**src/rtl/adat_frame_buffer_if.sv**
```systemverilog
// rtl/adat_frame_buffer_if.sv - decoder-side frame inputs and mixer-side sample stream of the ADAT frame buffer
interface adat_frame_buffer_if;
    logic                   in_valid;
    logic                   in_strobe;
    logic [2:0]             in_user;
    logic [7:0][23:0]       in_audio;
    logic                   out_valid;
    logic                   out_ready;
    logic signed [23:0]     out_data;
    logic [2:0]             out_chan;
    logic                   out_last;
    logic [2:0]             out_user;
    logic                   locked;
    logic [15:0]            drop_count;

    // Decoder and mixer side: drives frames and the ready flag
    modport master (
        output in_valid, in_strobe, in_user, in_audio, out_ready,
        input  out_valid, out_data, out_chan, out_last, out_user, locked, drop_count
    );

    // Frame buffer side
    modport slave (
        input  in_valid, in_strobe, in_user, in_audio, out_ready,
        output out_valid, out_data, out_chan, out_last, out_user, locked, drop_count
    );
endinterface

```
**src/rtl/adat_frame_buffer.sv**
```systemverilog
// rtl/adat_frame_buffer.sv - ADAT frame capture, lock qualification and per-channel readout (optional macro ADAT_FRAME_BUFFER_STATS_EN)
module adat_frame_buffer #(
    parameter int DEPTH          = 4,
    parameter int LOCK_FRAMES    = 16,
    parameter int TIMEOUT_CYCLES = 4096
) (
    input  logic                clk,
    input  logic                rst,
    adat_frame_buffer_if.slave  bus
);
    localparam int AW = $clog2(DEPTH);
    localparam int PW = AW + 1;
    localparam int TW = $clog2(TIMEOUT_CYCLES + 1);
    localparam logic [TW-1:0] TO_LAST = TW'(TIMEOUT_CYCLES - 1);
    localparam logic [TW-1:0] TO_SAT  = TW'(TIMEOUT_CYCLES);
    localparam logic [7:0]    LOCK_N  = 8'(LOCK_FRAMES);

    typedef enum logic [1:0] {S_UNLOCKED, S_ACQUIRE, S_LOCKED} lock_state_t;

    lock_state_t        r_state;
    lock_state_t        w_state_n;
    logic [7:0]         r_good_cnt;
    logic [7:0]         w_good_cnt_n;
    logic               w_flush;

    logic               r_strobe_d;
    logic [TW-1:0]      r_to_cnt;

    logic [PW-1:0]      r_wr_ptr;
    logic [PW-1:0]      r_rd_ptr;
    logic [2:0]         r_chan;
    logic               r_out_valid;
    logic signed [23:0] r_out_data;
    logic [2:0]         r_out_user;

    logic [7:0][23:0]   r_mem_audio [DEPTH];
    logic [2:0]         r_mem_user  [DEPTH];

    logic               w_event;
    logic               w_good;
    logic               w_bad;
    logic               w_timeout;
    logic               w_fire;
    logic               w_pop;
    logic               w_full;
    logic               w_write;
    logic               w_load;
    logic               w_avail;
    logic [2:0]         w_chan_n;
    logic [PW-1:0]      w_rd_n;

    assign w_event   = bus.in_strobe & ~r_strobe_d;
    assign w_good    = w_event & bus.in_valid;
    assign w_bad     = w_event & ~bus.in_valid;
    // Fires only on the cycle the timer steps onto its saturation value
    assign w_timeout = ~w_event & (r_to_cnt == TO_LAST);

    assign w_fire    = r_out_valid & bus.out_ready;
    assign w_pop     = w_fire & (r_chan == 3'd7);
    assign w_full    = (r_wr_ptr[AW] != r_rd_ptr[AW]) &&
                       (r_wr_ptr[AW-1:0] == r_rd_ptr[AW-1:0]);
    // A pop in the same cycle frees the head slot, so a full buffer still accepts the frame
    assign w_write   = w_good & (r_state == S_LOCKED) & (~w_full | w_pop);

    assign w_chan_n  = w_fire ? r_chan + 3'd1 : r_chan;
    assign w_rd_n    = r_rd_ptr + PW'(w_pop);
    assign w_load    = ~r_out_valid | w_fire;
    assign w_avail   = (w_rd_n != r_wr_ptr);

    // Strobe history for edge detection and the strobe-gap timer
    always_ff @(posedge clk or negedge rst) begin
        if (!rst) begin
            r_strobe_d <= 1'b0;
            r_to_cnt   <= '0;
        end else begin
            r_strobe_d <= bus.in_strobe;
            if (w_event) begin
                r_to_cnt <= '0;
            end else if (r_to_cnt != TO_SAT) begin
                r_to_cnt <= r_to_cnt + TW'(1);
            end
        end
    end

    // Lock state register
    always_ff @(posedge clk or negedge rst) begin
        if (!rst) begin
            r_state    <= S_UNLOCKED;
            r_good_cnt <= '0;
        end else begin
            r_state    <= w_state_n;
            r_good_cnt <= w_good_cnt_n;
        end
    end

    // Lock next-state: count consecutive good frames, drop on a bad frame or strobe timeout
    always_comb begin
        w_state_n    = r_state;
        w_good_cnt_n = r_good_cnt;
        w_flush      = 1'b0;
        case (r_state)
            S_UNLOCKED: begin
                if (w_good) begin
                    w_good_cnt_n = 8'd1;
                    w_state_n    = (LOCK_N == 8'd1) ? S_LOCKED : S_ACQUIRE;
                end
            end
            S_ACQUIRE: begin
                if (w_bad || w_timeout) begin
                    w_state_n    = S_UNLOCKED;
                    w_good_cnt_n = '0;
                end else if (w_good) begin
                    w_good_cnt_n = r_good_cnt + 8'd1;
                    if (w_good_cnt_n == LOCK_N) begin
                        w_state_n = S_LOCKED;
                    end
                end
            end
            S_LOCKED: begin
                if (w_bad || w_timeout) begin
                    w_state_n    = S_UNLOCKED;
                    w_good_cnt_n = '0;
                    w_flush      = 1'b1;
                end
            end
            default: begin
                w_state_n    = S_UNLOCKED;
                w_good_cnt_n = '0;
            end
        endcase
    end

    // Frame storage; contents need no reset since the pointers gate every read
    always_ff @(posedge clk) begin
        if (w_write) begin
            r_mem_audio[r_wr_ptr[AW-1:0]] <= bus.in_audio;
            r_mem_user[r_wr_ptr[AW-1:0]]  <= bus.in_user;
        end
    end

    // Pointers and output register: refill whenever the current beat is taken or none is shown
    always_ff @(posedge clk or negedge rst) begin
        if (!rst) begin
            r_wr_ptr    <= '0;
            r_rd_ptr    <= '0;
            r_chan      <= '0;
            r_out_valid <= 1'b0;
            r_out_data  <= '0;
            r_out_user  <= '0;
        end else if (w_flush) begin
            r_wr_ptr    <= '0;
            r_rd_ptr    <= '0;
            r_chan      <= '0;
            r_out_valid <= 1'b0;
        end else begin
            if (w_write) begin
                r_wr_ptr <= r_wr_ptr + PW'(1);
            end
            r_rd_ptr <= w_rd_n;
            r_chan   <= w_chan_n;
            if (w_load) begin
                r_out_valid <= w_avail;
                if (w_avail) begin
                    r_out_data <= $signed(r_mem_audio[w_rd_n[AW-1:0]][w_chan_n]);
                    r_out_user <= r_mem_user[w_rd_n[AW-1:0]];
                end
            end
        end
    end

`ifdef ADAT_FRAME_BUFFER_STATS_EN
    logic        w_drop;
    logic [15:0] r_drop_count;

    assign w_drop = w_good & (r_state == S_LOCKED) & w_full & ~w_pop;

    // Saturating count of locked frames lost to a full buffer; survives lock loss
    always_ff @(posedge clk or negedge rst) begin
        if (!rst) begin
            r_drop_count <= '0;
        end else if (w_drop && (r_drop_count != 16'hFFFF)) begin
            r_drop_count <= r_drop_count + 16'd1;
        end
    end

    assign bus.drop_count = r_drop_count;
`else
    assign bus.drop_count = 16'h0000;
`endif

    assign bus.out_valid = r_out_valid;
    assign bus.out_data  = r_out_data;
    assign bus.out_chan  = r_chan;
    assign bus.out_last  = (r_chan == 3'd7);
    assign bus.out_user  = r_out_user;
    assign bus.locked    = (r_state == S_LOCKED);
endmodule

```
**src/flat_wrapper.sv**
```systemverilog
// flat-port wrapper written by rule: the top's interface ports become plain ports
module adat_frame_buffer_flat 
#(
    parameter int DEPTH          = 4,
    parameter int LOCK_FRAMES    = 16,
    parameter int TIMEOUT_CYCLES = 4096
)
  (clk, rst, bus_in_valid, bus_in_strobe, bus_in_user, bus_in_audio, bus_out_ready, bus_out_valid, bus_out_data, bus_out_chan, bus_out_last, bus_out_user, bus_locked, bus_drop_count);
  adat_frame_buffer_if bus_i ();
  input  logic clk;
  input  logic rst;
  input wire logic [$bits(bus_i.in_valid)-1:0] bus_in_valid;
  input wire logic [$bits(bus_i.in_strobe)-1:0] bus_in_strobe;
  input wire logic [$bits(bus_i.in_user)-1:0] bus_in_user;
  input wire logic [$bits(bus_i.in_audio)-1:0] bus_in_audio;
  input wire logic [$bits(bus_i.out_ready)-1:0] bus_out_ready;
  output wire logic [$bits(bus_i.out_valid)-1:0] bus_out_valid;
  output wire logic [$bits(bus_i.out_data)-1:0] bus_out_data;
  output wire logic [$bits(bus_i.out_chan)-1:0] bus_out_chan;
  output wire logic [$bits(bus_i.out_last)-1:0] bus_out_last;
  output wire logic [$bits(bus_i.out_user)-1:0] bus_out_user;
  output wire logic [$bits(bus_i.locked)-1:0] bus_locked;
  output wire logic [$bits(bus_i.drop_count)-1:0] bus_drop_count;
  assign bus_i.in_valid = bus_in_valid;
  assign bus_i.in_strobe = bus_in_strobe;
  assign bus_i.in_user = bus_in_user;
  assign bus_i.in_audio = bus_in_audio;
  assign bus_i.out_ready = bus_out_ready;
  assign bus_out_valid = bus_i.out_valid;
  assign bus_out_data = bus_i.out_data;
  assign bus_out_chan = bus_i.out_chan;
  assign bus_out_last = bus_i.out_last;
  assign bus_out_user = bus_i.out_user;
  assign bus_locked = bus_i.locked;
  assign bus_drop_count = bus_i.drop_count;
  adat_frame_buffer #(.DEPTH(DEPTH), .LOCK_FRAMES(LOCK_FRAMES), .TIMEOUT_CYCLES(TIMEOUT_CYCLES)) u_core (.clk(clk), .rst(rst), .bus(bus_i));
endmodule
```
**config.mk**
```make
export PLATFORM = sky130hd
export DESIGN_NAME = adat_frame_buffer_flat
export DESIGN_NICKNAME = d
export VERILOG_FILES = /design/src/rtl/adat_frame_buffer_if.sv /design/src/rtl/adat_frame_buffer.sv /design/src/flat_wrapper.sv
export SDC_FILE = /design/constraint.sdc
export NUM_CORES = 1
export LEC_CHECK = 0
export CAP_MARGIN = 20
export CORE_MARGIN = 2
export CORE_UTILIZATION = 45
export DETAILED_ROUTE_END_ITERATION = 8
export PLACE_DENSITY = 0.67
export REMOVE_ABC_BUFFERS = 1
export SLEW_MARGIN = 10
export SYNTH_ARGS = -nofsm -noshare
export SYNTH_HDL_FRONTEND = slang
export SYNTH_SLANG_ARGS = --single-unit
```
**constraint.sdc**
```tcl
create_clock -name clk -period 8.03 [get_ports clk]
set_clock_uncertainty 0.15 [all_clocks]
set_input_delay 0.803 -clock clk [delete_from_list [all_inputs] [get_ports clk]]
set_output_delay 0.803 -clock clk [all_outputs]
set_load 0.005 [all_outputs]
```
==> images/final_placement.png <==
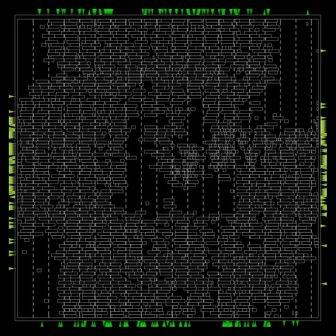
Core Region: 0.07161 sq mm
tap cell count: 950
Final Util: 54.27%
Filler cells: 5443
non-filler cells, final: 2779

==> images/gate_families.png <==
Scale: 1.5 px per micron.
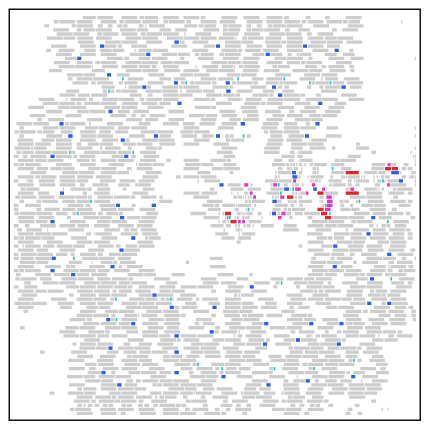
[cyan] inverters | cells: 35 | where: widely spread
[red] adder and majority cells | cells: 11
[blue] AND-OR and OR-AND gates | cells: 80 | where: widely spread
[magenta] AND and OR gates | cells: 21

==> Slide: Implementation Results <==
Run Summary

Run status
  – Status: finished clean

Synthesis
  – Cell count listed in synth_stat.txt: around 1.5k
  – Synth cell types: between 60 and 70
  – XOR Share, Synth: less than 1%
  – Adder Area Share: less than 1%
  – EDFF count, synth: a little under 800
  – Post-synthesis cell count: 1496
  – Simple-Gate Area Share: 1.644%
  – Cell Area, Synth: about 0.033 sq mm
  – Top cells, area: edfxtp_1, mux4_2, dfrtp_1

Drt
  – # DRC: 0
  – WL met3: 4943 microns
  – DR vias: roughly 16k
  – Top sig layer: met5

Clock network
  – Later-pin clock latency in the skew report: roughly 630 ps
  – CTS H-tree depth: 3
  – CTS Hold Buffers Added: 1
  – Clock sinks: 841
  – CTS resizes: 0

Finish
  – Logic share of the area: a little under a fifth
  – Flops: roughly 840
  – Multi-Input Combinational: 534
  – Nonclk buf count: 256

Hold path
  – Hold Path Cell Cnt: 1
  – Endpoint, Worst Hold: u_core.bus.out_user[1]

Pwr
  – Switching Fraction: 27.87%
  – Total chip power: approximately 13 mW
  – Switching power: approximately 3.5 mW
  – Comb power: 3.52 mW

Global route
  – Initial antenna violation count: 14
  – Met3 track demand over resource: 4.622%

STA
  – Min Tclk post-route: between 4000 and 5000 ps
  – Endpoints failing hold: 0
  – Fin Hold WS: about 340 ps

Die
  – Die W: around 270 microns

Setup path
  – CP Buf/Inv Count: 1
  – R2r setup slk: between 3000 and 4000 ps
  – Top Family by Delay on Critical Path: adder cells
==> images/zoom.png <==
Region (122, 122) to (152, 152) microns. Cells in grey, sequential cells in the stronger grey; small squares are vias.
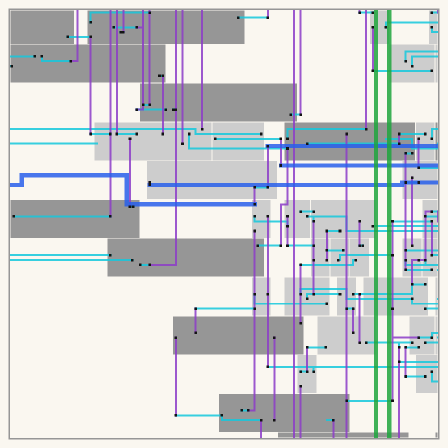
[green] met4
[blue] met3
[purple] met2
[cyan] met1
netlist names of flops here include: u_core.r_mem_audio (5), u_core.r_to_cnt (3)
sequential cells in the window: 8
most frequent: nor2_1 (6), edfxtp_1 (5), dfrtp_1 (3)
cells with their middle in the window: 29

==> images/metal_stack.png <==
Scale: 1.5 px per micron. Only two layers are drawn.
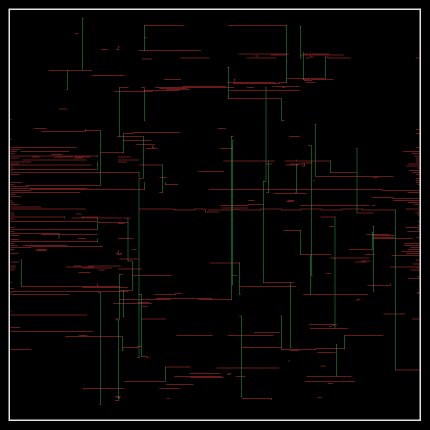
[red] met3 | wire length: 4940 microns
[green] met4 | wire length: 1780 microns

Power is estimated from default activity; no workload was simulated.
